met1.png
Supply wires on this layer in gray.
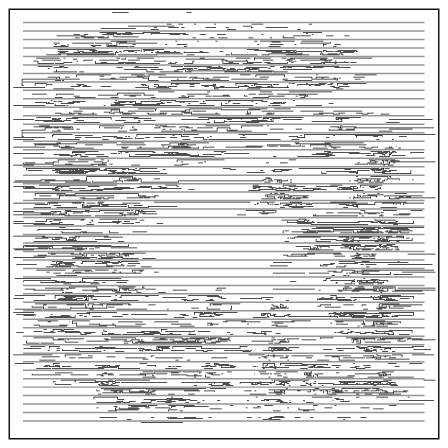
met2.png
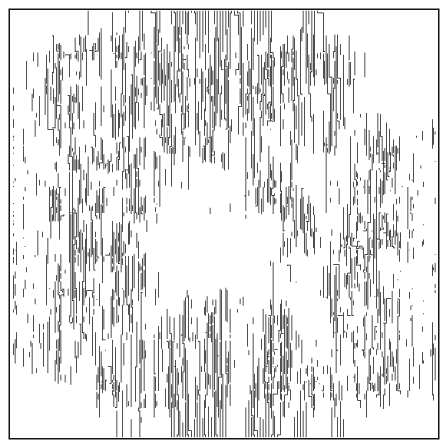
met3.png
The bar under the picture is 50 um long. Cells faint in the background.
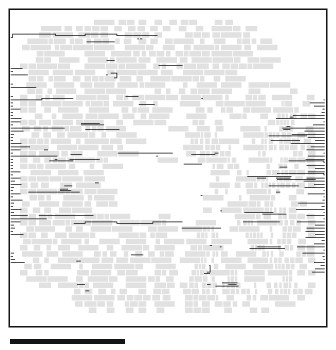
### src/rtl/fetch_sequencer_pkg.sv
// Shared definitions for the fetch sequencer and its output/skid buffer:
// FSM state encodings, the exception entry address, the PC step and the
// buffered instruction entry type.
package fetch_sequencer_pkg;

  // Sequencer state encodings, kept as plain constants for legacy tools
  localparam logic [1:0] IDLE  = 2'd0;
  localparam logic [1:0] FETCH = 2'd1;
  localparam logic [1:0] HOLD  = 2'd2;

  // Address the PC is steered to when an exception is taken
  localparam logic [31:0] EXC_VECTOR_DEFAULT = 32'h00004180;

  // Byte distance between consecutive instructions
  localparam logic [31:0] PC_STEP = 32'd4;

  // One fetched instruction together with the address it came from
  typedef struct packed {
    logic [31:0] word;
    logic [31:0] pc;
  } fetchEntryT;

  // Exceptions take priority over branch/jump redirects in the same cycle
  function automatic logic [31:0] selectFlushTarget(
    input logic        excRequest,
    input logic [31:0] redirectAddr,
    input logic [31:0] excVector
  );
    return excRequest ? excVector : redirectAddr;
  endfunction

endpackage

### src/rtl/fetch_skid_buffer.sv
// Two-entry instruction buffer toward decode: an output register that
// decode sees, backed by a single skid register that catches the word
// returned by memory in the cycle decode first stalls.
module fetch_skid_buffer
  import fetch_sequencer_pkg::*;
(
  input  logic        clock,
  input  logic        reset,
  input  logic        push,
  input  logic [31:0] pushWord,
  input  logic [31:0] pushPc,
  input  logic        pop,
  input  logic        flush,
  output logic        valid,
  output logic        full,
  output logic [31:0] outWord,
  output logic [31:0] outPc
);

  fetchEntryT pushEntry;
  fetchEntryT outEntry;
  fetchEntryT skidEntry;
  logic       outValid;
  logic       skidValid;

  // Bundle the incoming word with its address
  always_comb begin
    pushEntry      = '0;
    pushEntry.word = pushWord;
    pushEntry.pc   = pushPc;
  end

  // Occupancy and data movement: a flush drops both entries; a pop
  // refills the output from the skid entry first, otherwise from the
  // incoming push; a push without a pop lands in the first free slot
  always_ff @(posedge clock or posedge reset) begin
    if (reset) begin
      outValid  <= 1'b0;
      skidValid <= 1'b0;
      outEntry  <= '0;
      skidEntry <= '0;
    end else if (flush) begin
      outValid  <= 1'b0;
      skidValid <= 1'b0;
    end else if (pop && skidValid) begin
      outEntry  <= skidEntry;
      skidValid <= push;
      if (push) begin
        skidEntry <= pushEntry;
      end
    end else if (pop) begin
      outValid <= push;
      if (push) begin
        outEntry <= pushEntry;
      end
    end else if (push) begin
      if (!outValid) begin
        outEntry <= pushEntry;
        outValid <= 1'b1;
      end else if (!skidValid) begin
        skidEntry <= pushEntry;
        skidValid <= 1'b1;
      end
    end
  end

  // Expose the output entry toward decode and the skid occupancy
  always_comb begin
    valid   = outValid;
    full    = skidValid;
    outWord = outEntry.word;
    outPc   = outEntry.pc;
  end

endmodule

### src/rtl/fetch_sequencer.sv
// Fetch sequencer: steers the external PC register (hold / jump / target),
// issues one instruction-memory request per PC value and hands fetched
// words to decode through a two-entry buffer. Redirects and exceptions
// flush buffered words and steer the PC; a flush that arrives while a
// request is still outstanding is remembered and applied when memory
// finally acknowledges, so the PC never moves under a live request.
module fetch_sequencer
  import fetch_sequencer_pkg::*;
#(
  parameter logic [31:0] EXC_VECTOR = EXC_VECTOR_DEFAULT
) (
  input  logic        clock,
  input  logic        reset,
  input  logic [31:0] pcValue,
  output logic        pcHold,
  output logic        pcJumpEnabled,
  output logic [31:0] pcJumpTarget,
  output logic        imemReq,
  input  logic        imemAck,
  input  logic [31:0] imemData,
  input  logic        decodeStall,
  output logic        instValid,
  output logic [31:0] instWord,
  output logic [31:0] instPc,
  input  logic        redirectValid,
  input  logic [31:0] redirectTarget,
  input  logic        excValid
);

  logic [1:0]  state;
  logic [1:0]  stateNext;
  logic        pendingValid;
  logic [31:0] pendingTarget;
  logic        pendingSet;
  logic        pendingClear;
  logic        flush;
  logic [31:0] flushAddr;
  logic        bufPush;
  logic        bufPop;
  logic        bufFlush;
  logic        bufFull;

  // Merge the two flush sources; the exception vector wins a tie
  always_comb begin
    flush     = excValid | redirectValid;
    flushAddr = selectFlushTarget(excValid, redirectTarget, EXC_VECTOR);
  end

  // Decode takes the presented word whenever it is valid and not stalled
  always_comb begin
    bufPop = instValid & ~decodeStall;
  end

  // Sequencer decisions: request/PC control outputs, buffer commands,
  // pending-jump bookkeeping and the next state
  always_comb begin
    stateNext     = state;
    imemReq       = 1'b0;
    pcHold        = 1'b1;
    pcJumpEnabled = 1'b0;
    pcJumpTarget  = 32'h0;
    bufPush       = 1'b0;
    bufFlush      = 1'b0;
    pendingSet    = 1'b0;
    pendingClear  = 1'b0;

    case (state)
      IDLE: begin
        stateNext = FETCH;
        if (flush) begin
          bufFlush      = 1'b1;
          pcHold        = 1'b0;
          pcJumpEnabled = 1'b1;
          pcJumpTarget  = flushAddr;
        end
      end

      FETCH: begin
        imemReq = 1'b1;
        if (imemAck) begin
          pcHold       = 1'b0;
          pendingClear = 1'b1;
          if (flush) begin
            bufFlush      = 1'b1;
            pcJumpEnabled = 1'b1;
            pcJumpTarget  = flushAddr;
          end else if (pendingValid) begin
            pcJumpEnabled = 1'b1;
            pcJumpTarget  = pendingTarget;
          end else begin
            bufPush = 1'b1;
            if (instValid && decodeStall) begin
              stateNext = HOLD;
            end
          end
        end else if (flush) begin
          bufFlush   = 1'b1;
          pendingSet = 1'b1;
        end
      end

      HOLD: begin
        if (flush) begin
          bufFlush      = 1'b1;
          pcHold        = 1'b0;
          pcJumpEnabled = 1'b1;
          pcJumpTarget  = flushAddr;
          stateNext     = FETCH;
        end else if (!decodeStall || !bufFull) begin
          stateNext = FETCH;
        end
      end

      default: begin
        stateNext = IDLE;
      end
    endcase
  end

  // State register
  always_ff @(posedge clock or posedge reset) begin
    if (reset) begin
      state <= IDLE;
    end else begin
      state <= stateNext;
    end
  end

  // Remember a flush that arrived under an outstanding request; a later
  // flush before the ack simply replaces the remembered target
  always_ff @(posedge clock or posedge reset) begin
    if (reset) begin
      pendingValid  <= 1'b0;
      pendingTarget <= 32'h0;
    end else if (pendingSet) begin
      pendingValid  <= 1'b1;
      pendingTarget <= flushAddr;
    end else if (pendingClear) begin
      pendingValid  <= 1'b0;
    end
  end

  fetch_skid_buffer skidBuffer (
    .clock    (clock),
    .reset    (reset),
    .push     (bufPush),
    .pushWord (imemData),
    .pushPc   (pcValue),
    .pop      (bufPop),
    .flush    (bufFlush),
    .valid    (instValid),
    .full     (bufFull),
    .outWord  (instWord),
    .outPc    (instPc)
  );

endmodule
### config.mk
export PLATFORM = sky130hd
export DESIGN_NAME = fetch_sequencer
export DESIGN_NICKNAME = d
export VERILOG_FILES = /design/src/rtl/fetch_sequencer_pkg.sv /design/src/rtl/fetch_skid_buffer.sv /design/src/rtl/fetch_sequencer.sv
export SDC_FILE = /design/constraint.sdc
export NUM_CORES = 1
export LEC_CHECK = 0
export CORE_MARGIN = 4
export CORE_UTILIZATION = 45
export DETAILED_ROUTE_END_ITERATION = 12
export PLACE_DENSITY = 0.75
export SYNTH_ARGS = -nofsm -noshare
export SYNTH_HDL_FRONTEND = slang
export SYNTH_SLANG_ARGS = --single-unit
### constraint.sdc
create_clock -name clock -period 7.48 [get_ports clock]
set_input_delay 1.496 -clock clock [delete_from_list [all_inputs] [get_ports clock]]
set_output_delay 1.496 -clock clock [all_outputs]
set_load 0.01 [all_outputs]
==> impl_metrics.json <==
{
  "htree_levels": 4,
  "synthCells": 645,
  "nNetsFinal": 920,
  "tightest_slew_ns": 1.21,
  "worstHoldStart": "pendingTarget[17]",
  "fin_area_um2": 10300,
  "power_density_nw_per_um2": 248,
  "fin_crit_sh": 0.803,
  "timing.critical_path.from": "excValid",
  "cp_top_family": "buffers and inverters",
  "cts_tree": "built",
  "status": "completed",
  "max_slew_margin": 0.191,
  "synthDominantCellAreaShare": 0.549,
  "crit_end": "pcJumpTarget[8]",
  "std_cell_rows": 47,
  "yosysTopAreaCell": "dfrtp_1",
  "fp_util": 0.457,
  "cts_buffer_depth": 2,
  "cp.arrival_ns": 4.51,
  "p_leak_nw": 4.58,
  "crit_required_ns": 5.98,
  "synthDistinctLibCells": 30,
  "utilization": 0.623,
  "cp_max_fo": 40,
  "rsz0062_at_grt": "no",
  "cts-buffers-inserted": 17,
  "peakVddDrop_v": 0.000178,
  "fin_crit_ns": 6.01,
  "drv_slew": 0,
  "cts_setup_buffers": 0,
  "cp-start-kind": "input port",
  "drv_cap": 0,
  "syn_nets": 747,
  "postRouteAntennaNets": 0
}
About met1.png:
The wires run mostly horizontal. 842 nets have wire on it.
vias: 5816
total wire length: 19400 um
GR Layer Usage met1: 0.295

About met2.png:
The layer holds 48% of the routed length. The layer carries 9230 um of wire. 800 nets have wire on it. The wires run mostly vertical.
routing usage on met2: 0.319

About met3.png:
The longest straight run is 23.7 um. The wires run mostly horizontal.

## worst reg2reg max path, cell delays in order (launching register included)
cell and delay, ns:
dfrtp_1 0.52, nor2b_1 0.69, nand2_2 0.22, a2111o_2 0.86
buf_4 0.51, mux2_4 0.42
## metrics by stage
step,instances,hold WS (ns),setup slack (ns)
finish,1051,0.482,1.47
detailed placement,1019,0.472,1.46
CTS,1051,0.486,1.45
floorplan,645,0.450,1.52
global placement,1019,0.465,1.67
global route,1051,0.505,1.26
## worst min-delay path by stage
stage / to / depth (start not counted)
6_report: pendingTarget[17] / 2
5_1_grt: pendingTarget[29] / 2
4_1_cts: pendingTarget[25] / 2
3_5_place_dp: pendingTarget[25] / 2
3_3_place_gp: pendingTarget[21] / 2
2_1_floorplan: pendingTarget[0] / 2
## area by class of cell
type | instances | area [um^2]
Inverter | 3 | 16.3
Fill cell | 1320 | 6210
Timing Repair Buffer | 210 | 2080
Tap cell | 220 | 275
Clock inverter | 14 | 168
Multi-Input combinational cell | 421 | 3150
Sequential cell | 165 | 4130
Clock buffer | 18 | 439
## logic make-up after synthesis
group           count (synthesis)  synth area share
compound gates                216             0.193
flops                         165             0.549
simple gates                  141            0.0956
mux                            64             0.126
buf+inv                        59            0.0373
## routing by layer
layer	vias to the layer above	routed length [um]
li1	2685	-
met1	2884	8790
met2	225	9230
met3	22	1120
met4	0	242
met5	-	0
## sequential cells by signal, summed over array words and instances (netlist names)
signal and flops:
state 2, skidBuffer.valid 1, skidBuffer.full 1, skidBuffer.skidEntry 64
pendingTarget 32, pendingValid 1, skidBuffer.outPc 32, skidBuffer.outWord 32
## synthesized netlist by cell type
cell and count:
nor4b_4 1, a2111o_1 1, nand2_1 67, o22ai_1 68
dfrtp_1 165, a31o_2 1, buf_4 1, nand2_2 1
nand3b_1 2, nand3_1 2, o2bb2ai_1 1, a21boi_0 1
a22oi_1 1, nand2b_1 59, or2_2 1, mux2_2 4
inv_1 3, a21bo_2 1, o21ai_0 35, o211a_1 3
buf_1 5, mux2_4 60, buf_2 8, a2bb2oi_1 65
nor2_1 5, buf_6 6, a21oi_1 39, clkbuf_1 36
nor2b_1 2, and3_1 1
## where the power goes
group / internal (mW) / switching, mW
combinational: 0.336 / 0.214
clock: 0.513 / 0.376
sequential: 1.02 / 0.0849
No activity file was given, so power comes from the tool's default toggle rates.
